[config.mk]
export PLATFORM = sky130hd
export DESIGN_NAME = pl_hazard_ctrl
export DESIGN_NICKNAME = d
export VERILOG_FILES = /design/src/rtl/pl_hazard_ctrl.sv
export SDC_FILE = /design/constraint.sdc
export NUM_CORES = 1
export LEC_CHECK = 0
export CORE_UTILIZATION = 30
export DETAILED_ROUTE_END_ITERATION = 6
export DONT_BUFFER_PORTS = 1
export GPL_ROUTABILITY_DRIVEN = 1
export PLACE_DENSITY_LB_ADDON = 0.1
export SYNTH_ARGS = -nofsm -noshare
export SYNTH_HDL_FRONTEND = slang
export SYNTH_SLANG_ARGS = --single-unit
[constraint.sdc]
create_clock -name clk -period 2.6 [get_ports clk]
set_input_delay 0.39 -clock clk [delete_from_list [all_inputs] [get_ports clk]]
set_output_delay 0.39 -clock clk [all_outputs]
set_load 0.02 [all_outputs]
[src/rtl/pl_hazard_ctrl.sv]
// Hazard controller for the 5-stage F/D/E/M/W pipeline: stall/flush, E-stage forwarding, data-memory wait FSM.
// Optional HAZARD_PERF_EN adds saturating memory-wait, load-use and branch-flush cycle counters.
module pl_hazard_ctrl #(
  parameter int TIMEOUT = 16,
  parameter int CNT_W   = 8
) (
  input  logic       clk,
  input  logic       rst_n,
  input  logic [4:0] Rs1D,
  input  logic [4:0] Rs2D,
  input  logic [4:0] Rs1E,
  input  logic [4:0] Rs2E,
  input  logic [4:0] RdE,
  input  logic [4:0] RdM,
  input  logic [4:0] RdW,
  input  logic [1:0] ResultSrcE,
  input  logic [1:0] ResultSrcM,
  input  logic       RegWriteM,
  input  logic       RegWriteW,
  input  logic       MemWriteM,
  input  logic       PCSrcE,
  input  logic       mem_ready,
  output logic       StallF,
  output logic       StallD,
  output logic       StallE,
  output logic       StallM,
  output logic       FlushD,
  output logic       FlushE,
  output logic       FlushM,
  output logic       FlushW,
  output logic [1:0] ForwardAE,
  output logic [1:0] ForwardBE,
  output logic [1:0] dbg_state,
  output logic       mem_err
`ifdef HAZARD_PERF_EN
  ,
  output logic [31:0] perf_mem_wait,
  output logic [31:0] perf_loaduse,
  output logic [31:0] perf_flush
`endif
);

  typedef enum logic [1:0] {
    RUN      = 2'd0,
    MEM_WAIT = 2'd1,
    ERR      = 2'd2
  } state_t;

  state_t           state_q, state_d;
  logic [CNT_W-1:0] cnt_q, cnt_d;
  logic             mem_err_q;
  logic             memreq;
  logic             mem_stall;
  logic             load_use;
  logic             in_err;

  assign memreq    = MemWriteM | (ResultSrcM == 2'b01);
  assign in_err    = (state_q == ERR);
  assign mem_stall = (state_q == MEM_WAIT) | ((state_q == RUN) & memreq & ~mem_ready);
  assign load_use  = (ResultSrcE == 2'b01) & (RdE != 5'd0) & ((RdE == Rs1D) | (RdE == Rs2D));
  assign dbg_state = state_q;
  assign mem_err   = mem_err_q;

  always_comb begin
    state_d = state_q;
    cnt_d   = cnt_q;
    case (state_q)
      RUN: begin
        cnt_d = '0;
        if (memreq && !mem_ready) state_d = MEM_WAIT;
      end
      MEM_WAIT: begin
        if (mem_ready) begin
          state_d = RUN;
          cnt_d   = '0;
        end else if (cnt_q == CNT_W'(TIMEOUT - 1)) begin
          state_d = ERR;
          cnt_d   = '0;
        end else begin
          cnt_d = cnt_q + 1'b1;
        end
      end
      ERR:     state_d = ERR;
      default: begin
        state_d = RUN;
        cnt_d   = '0;
      end
    endcase
  end

  always_ff @(posedge clk) begin
    if (!rst_n) begin
      state_q   <= RUN;
      cnt_q     <= '0;
      mem_err_q <= 1'b0;
    end else begin
      state_q <= state_d;
      cnt_q   <= cnt_d;
      if (state_d == ERR) mem_err_q <= 1'b1;
    end
  end

  // M-stage producer outranks W because it holds the younger value.
  function automatic logic [1:0] fwd_sel(input logic [4:0] rs);
    if (RegWriteM && (RdM != 5'd0) && (RdM == rs))      fwd_sel = 2'b10;
    else if (RegWriteW && (RdW != 5'd0) && (RdW == rs)) fwd_sel = 2'b01;
    else                                                fwd_sel = 2'b00;
  endfunction

  always_comb begin
    StallF    = 1'b0;
    StallD    = 1'b0;
    StallE    = 1'b0;
    StallM    = 1'b0;
    FlushD    = 1'b0;
    FlushE    = 1'b0;
    FlushM    = 1'b0;
    FlushW    = 1'b0;
    ForwardAE = fwd_sel(Rs1E);
    ForwardBE = fwd_sel(Rs2E);
    if (!rst_n) begin
      FlushD    = 1'b1;
      FlushE    = 1'b1;
      FlushM    = 1'b1;
      FlushW    = 1'b1;
      ForwardAE = 2'b00;
      ForwardBE = 2'b00;
    end else if (in_err) begin
      StallF = 1'b1;
      StallD = 1'b1;
      StallE = 1'b1;
      StallM = 1'b1;
    end else if (mem_stall) begin
      // E is held, so a pending PCSrcE survives until the pipeline moves again.
      StallF = 1'b1;
      StallD = 1'b1;
      StallE = 1'b1;
      StallM = 1'b1;
      FlushW = 1'b1;
    end else begin
      StallF = load_use;
      StallD = load_use;
      FlushE = load_use | PCSrcE;
      FlushD = PCSrcE;
    end
  end

`ifdef HAZARD_PERF_EN
  logic ev_mem, ev_lu, ev_br;
  assign ev_mem = ~in_err & mem_stall;
  assign ev_lu  = ~in_err & ~mem_stall & load_use;
  assign ev_br  = ~in_err & ~mem_stall & PCSrcE;

  always_ff @(posedge clk) begin
    if (!rst_n) begin
      perf_mem_wait <= '0;
      perf_loaduse  <= '0;
      perf_flush    <= '0;
    end else begin
      if (ev_mem && (perf_mem_wait != '1)) perf_mem_wait <= perf_mem_wait + 1'b1;
      if (ev_lu && (perf_loaduse != '1))   perf_loaduse  <= perf_loaduse + 1'b1;
      if (ev_br && (perf_flush != '1))     perf_flush    <= perf_flush + 1'b1;
    end
  end
`endif

endmodule

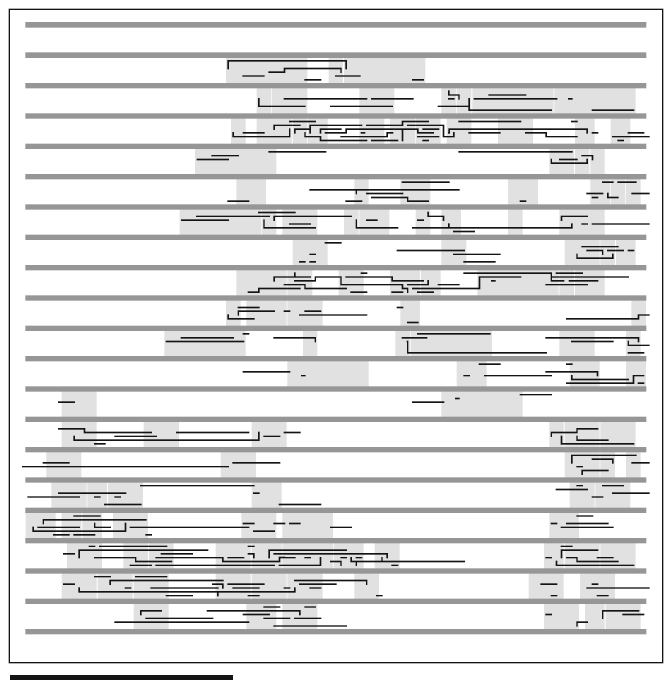
run_1/m1.png
The bar under the picture is 20 um long. Supply wires on this layer in gray.
The longest straight run is 19.3 um. The wires run mostly horizontal. 149 nets have wire on it. The layer carries 941 um of wire.

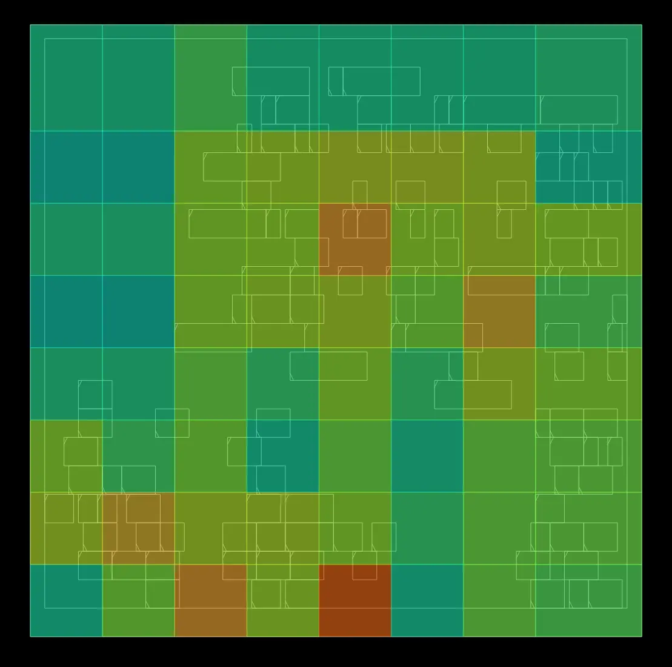
run_1/congestion_map.png
global-route track usage on met3: 4.84%
global-route usage over all layers: 12.5%
met2 global-route usage: 22.0%

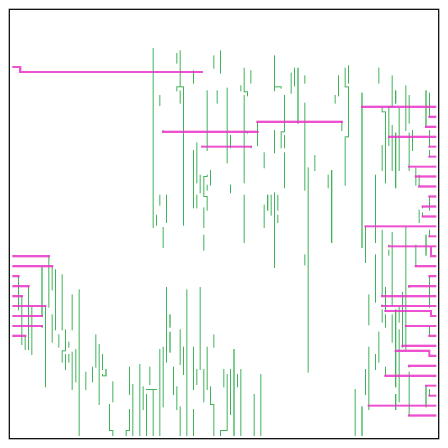
run_1/layers.png
Only two layers are drawn.
Key: green = M2 [wire length 914 um]; magenta = M3 [wire length 205 um]

==> impl_metrics.py, run 1 <==
# Physical implementation metrics
metrics = {
    "run_status": {
        "run_status": "completed",
    },
    "power_and_ir_drop": {
        "powerComb_w": 0.0000832,
        "total_leakage_power_nw": 0.349,
        "power_switching_w": 0.000104,
        "power.clock.total_w": 0.000116,
        "vdd_ir_drop_max_uv": 133,
        "comb_power_share_pct": 22.3,
        "totalPowerFinal_w": 0.000373,
        "power_density_nw_per_um2": 364,
        "power_report.internal_total_w": 0.000270,
        "seq_power_share_pct": 46.5,
    },
    "cells_and_area": {
        "num-nets-final": 169,
        "filler_cell_count": 345,
        "regMostFlops": "cnt_q",
        "design_area_sq_um": 1030,
        "layout-area-overhead-vs-synth_pct": 7.33,
        "comb_area_sq_um": 706,
        "clock_area_share_pct": 2.56,
        "nonClockBufferCount": 1,
        "final_layout_size_suffix_gt1_share_pct": 5.79,
        "area_share_nonclk_buffers_pct": 0.732,
        "n_antenna_cell": 0,
        "final-seq-area_sq_um": 220,
        "utilization_pct": 33.9,
        "final_common_cell": "sky130_fd_sc_hd__xor2_1",
        "nClkBuffers": 4,
        "largest_register_ffs": 8,
        "combAreaFraction_pct": 68.8,
        "layout.comb_gates.multi_input": 102,
        "post_layout_nonfiller_instances": 165,
        "n_sequential_cell": 11,
        "layout_top_cells_excl_fill_tap": "sky130_fd_sc_hd__xor2_1, sky130_fd_sc_hd__xnor2_1, sky130_fd_sc_hd__nor2_1",
    },
    "die": {
        "tapCellCount": 44,
        "floorplan.io_pins": 61,
        "floorplanUtilization_pct": 31.6,
        "die-width_um": 58.5,
    },
    "timing": {
        "timing_max_transition_violations_final": 0,
        "fin_crit_sh_pct": 84.9,
        "hold_viol": 0,
        "fmaxAchievable_mhz": 453,
        "rsz0062_at_grt": "false",
        "skew_ns": 0.00211,
        "fin_worst_hold_slack_ns": 0.239,
        "finalSetupTns_ns": 0,
    },
    "synthesis": {
        "postSynth.topFlopCell": "sky130_fd_sc_hd__dfxtp_1",
        "ys_top_logic_family": "XOR/XNOR gates",
        "syn-num-nets": 166,
        "netlist_area_sq_um": 956,
        "post_synth_and_or_nand_nor_area_fraction_pct": 28.1,
        "synth_area_leader_cell": "sky130_fd_sc_hd__dfxtp_1",
        "synth-async-reset-ratio_pct": 0,
        "xor_area_share_pct": 32.1,
        "yosys-mux-area-fraction_pct": 1.05,
        "yosys.cell_types.count": 32,
        "cells_after_synth": 119,
        "ys_cells": 119,
        "synth.cellmix.compoundShare_pct": 11.3,
        "synth.cellmix.adderShare_pct": 1.31,
        "topCellsByArea": "sky130_fd_sc_hd__dfxtp_1, sky130_fd_sc_hd__xor2_1, sky130_fd_sc_hd__xnor2_1",
        "synth_sequential_area_ratio_pct": 23.0,
        "synth.avg_cell_area_sq_um": 8.03,
    },
    "flow_run": {
        "warnings": 26,
        "drv_cap": 0,
    },
    "routing": {
        "topRoutingLayerUsed": "met4",
        "routed_wire_length_per_instance_um": 12.6,
        "dr_wl_met3_um": 205,
        "finalWirelength_mm": 2.07,
        "drt_drc_violations_left": 0,
        "first_iter_violations": 31,
        "drt-vias-per-instance": 5.09,
        "tally_of_nets_with_antenna_violations_remaining_after_routing": 0,
        "wl_met1_um": 941,
    },
    "clock_tree": {
        "clkSinkCount": 11,
        "clock_tree_from_tritoncts": "built",
        "clk-insertion-delay-late_ns": 0.27,
        "num_cts_buffers": 3,
        "setup_fix_buffers_added_after_clock_tree_synthesis": 0,
        "cts_resized": 0,
        "clk_root_buffer_cell": "sky130_fd_sc_hd__clkbuf_4",
        "cts_hold_repair.buffers": 0,
        "cts.htree.levels": 1,
        "clk_pin_slew_ns": 0.07,
        "cts_buffer_depth": 2,
    },
    "placement": {
        "numPlacedInstances": 161,
        "port-buffer-count": 0,
        "place_hpwl_mm": 1.77,
        "dpl_cell_area_sq_um": 1000,
    },
    "grt": {
        "globalRoute.totalOverflow": 0,
        "grt_max_degree": 11,
        "globalRoute.busiestLayer": "met2",
        "grt_pass1_wl_mm": 3.24,
        "use_met1_pct": 14.2,
    },
    "critical_path": {
        "crit_buf_inv": 0,
        "cpMaxStageDelayCell": "sky130_fd_sc_hd__o31a_1",
        "r2r-start": "dbg_state[0]",
        "critPathKind": "flop to primary output",
        "worst_ep_required_time_ns": 2.21,
        "setup_slack_reg_to_reg_ns": 0.93,
        "crit_fanout": 7,
        "element_type_at_the_critical_path_end": "primary output",
        "timing.reg2reg.worst_path_depth": 4,
        "worstReg2RegEnd": "cnt_q[7]",
        "timing.critical_path.to": "StallD",
        "cpPeakStageDelay_ns": 0.48,
        "path_cells": "a21oi_1, o31a_1, o21bai_1",
        "critical_path.startpoint_type": "flop",
        "critPathLaunch": "dbg_state[1]",
        "path_depth": 3,
    },
    "min_path": {
        "hold_start": "rst_n",
        "worst_hold_path.num_cells": 1,
        "hold-path-endpoint": "mem_err",
    },
}
-- run 1: cells in the mapped netlist (2+ instances only) --
library cell / instances
sky130_fd_sc_hd__buf_4: 2
sky130_fd_sc_hd__nand4_1: 3
sky130_fd_sc_hd__xnor2_1: 17
sky130_fd_sc_hd__nor2_1: 14
sky130_fd_sc_hd__nor4_1: 3
sky130_fd_sc_hd__o21ai_0: 3
sky130_fd_sc_hd__nor4_2: 2
sky130_fd_sc_hd__and2_1: 3
sky130_fd_sc_hd__dfxtp_1: 11
sky130_fd_sc_hd__or4_1: 5
sky130_fd_sc_hd__nand2_1: 7
sky130_fd_sc_hd__inv_1: 3
sky130_fd_sc_hd__nand2b_1: 2
sky130_fd_sc_hd__nand3_1: 5
sky130_fd_sc_hd__xor2_1: 18
sky130_fd_sc_hd__a21oi_1: 5
run_1/ff_map.png
The bar under the picture is 20 um long.
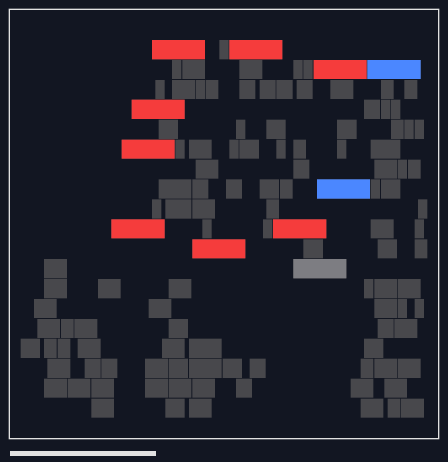

--- run 2 (diff from run 1) ---
- clock period: 2.6 -> 1.9 ns (I/O delays scaled with it)
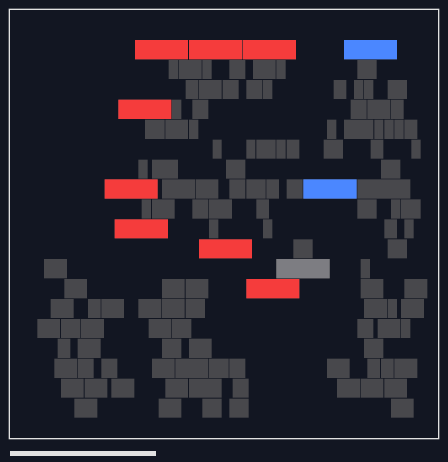
run_2/ff_map.png
The bar under the picture is 20 um long.
Key: blue = dbg_state [placed flops 2]; red = cnt_q [placed flops 8]

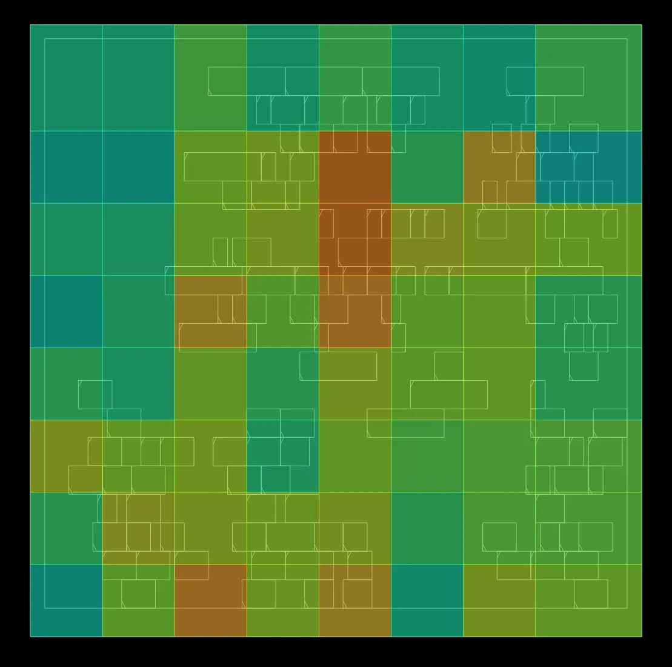
run_2/congestion_map.png
Util after Layout: 36.2%
GR peak layer: met2

==> impl_metrics.py, run 2 <==
# Physical implementation metrics
metrics = {
    "cells_and_area": {
        "n_sequential_cell": 11,
        "post_layout_nonfiller_instances": 172,
        "combAreaFraction_pct": 64.8,
        "layout-area-overhead-vs-synth_pct": 14.5,
        "largest_register_ffs": 8,
        "final-seq-area_sq_um": 220,
        "n_antenna_cell": 0,
        "comb_area_sq_um": 709,
        "filler_cell_count": 328,
        "final_layout_size_suffix_gt1_share_pct": 11.7,
        "num-nets-final": 176,
        "area_share_nonclk_buffers_pct": 6.63,
        "regMostFlops": "cnt_q",
        "nClkBuffers": 4,
        "clock_area_share_pct": 2.40,
        "final_common_cell": "sky130_fd_sc_hd__xor2_1",
    },
    "routing": {
        "finalWirelength_mm": 2.15,
        "first_iter_violations": 10,
        "wl_met1_um": 910,
        "drt_drc_violations_left": 0,
        "topRoutingLayerUsed": "met4",
        "tally_of_nets_with_antenna_violations_remaining_after_routing": 0,
    },
    "placement": {
        "port-buffer-count": 0,
        "numPlacedInstances": 168,
        "place_hpwl_mm": 1.83,
        "dpl_cell_area_sq_um": 1060,
    },
    "critical_path": {
        "timing.reg2reg.worst_path_depth": 4,
        "setup_slack_reg_to_reg_ns": 0.35,
        "crit_buf_inv": 1,
        "crit_fanout": 3,
        "critPathKind": "primary input to primary output",
        "critical_path.startpoint_type": "primary input",
        "cpPeakStageDelay_ns": 0.52,
        "cpMaxStageDelayCell": "sky130_fd_sc_hd__or4_1",
        "worstReg2RegEnd": "cnt_q[7]",
        "path_cells": "or4_1, o21ai_2, nor4_1, nor4_2, buf_4",
    },
    "timing": {
        "skew_ns": 0.00178,
        "finalSetupTns_ns": 0,
        "fin_crit_sh_pct": 94.6,
        "fin_worst_hold_slack_ns": 0.131,
    },
    "power_and_ir_drop": {
        "seq_power_share_pct": 44.2,
        "comb_power_share_pct": 25.6,
        "total_leakage_power_nw": 0.389,
        "power_switching_w": 0.000145,
        "power_report.internal_total_w": 0.000384,
        "power_density_nw_per_um2": 483,
    },
    "synthesis": {
        "synth-async-reset-ratio_pct": 0,
        "yosys.cell_types.count": 32,
        "cells_after_synth": 119,
        "synth.avg_cell_area_sq_um": 8.03,
        "ys_top_cells_by_count": "sky130_fd_sc_hd__xor2_1, sky130_fd_sc_hd__xnor2_1, sky130_fd_sc_hd__nor2_1",
        "synth_area_leader_cell": "sky130_fd_sc_hd__dfxtp_1",
        "top_cell": "sky130_fd_sc_hd__xor2_1",
    },
    "clock_tree": {
        "clk-insertion-delay-late_ns": 0.27,
        "cts.htree.levels": 1,
        "cts_hold_repair.buffers": 0,
        "clk_pin_slew_ns": 0.07,
        "clk_root_buffer_cell": "sky130_fd_sc_hd__clkbuf_4",
        "clkSinkCount": 11,
        "cts_buffer_depth": 2,
    },
    "grt": {
        "use_met1_pct": 15.0,
        "grt_util_met2_pct": 23.3,
        "grt_max_degree": 11,
        "globalRoute.totalOverflow": 0,
    },
    "die": {
        "floorplanUtilization_pct": 31.6,
        "tapCellCount": 44,
    },
    "flow_run": {
        "drv_cap": 0,
    },
    "run_status": {
        "run_status": "completed",
    },
}
==> run 2: cells by family after synthesis <==
| family | share of synthesized area [%] |
|---|---|
| buffers and inverters | 3.14 |
| muxes | 1.05 |
| xor gates and xnor gates | 32.1 |
| AOI/OAI and AO/OA | 11.3 |
| adders and majority gates | 1.31 |
| DFF | 23.0 |
| and+or+nand+nor | 28.1 |
==> run 2: worst min-delay path by stage <==
| stage | slack (ns) | endpoint | start | cells after the start |
|---|---|---|---|---|
| after floorplan | 0.40 | mem_err | rst_n | 1 |
| after global routing | 0.11 | mem_err | rst_n | 1 |
| after global placement | 0.41 | mem_err | rst_n | 1 |
| final | 0.13 | mem_err | rst_n | 1 |
| after detailed placement | 0.41 | mem_err | rst_n | 1 |
| after CTS | 0.12 | mem_err | rst_n | 1 |
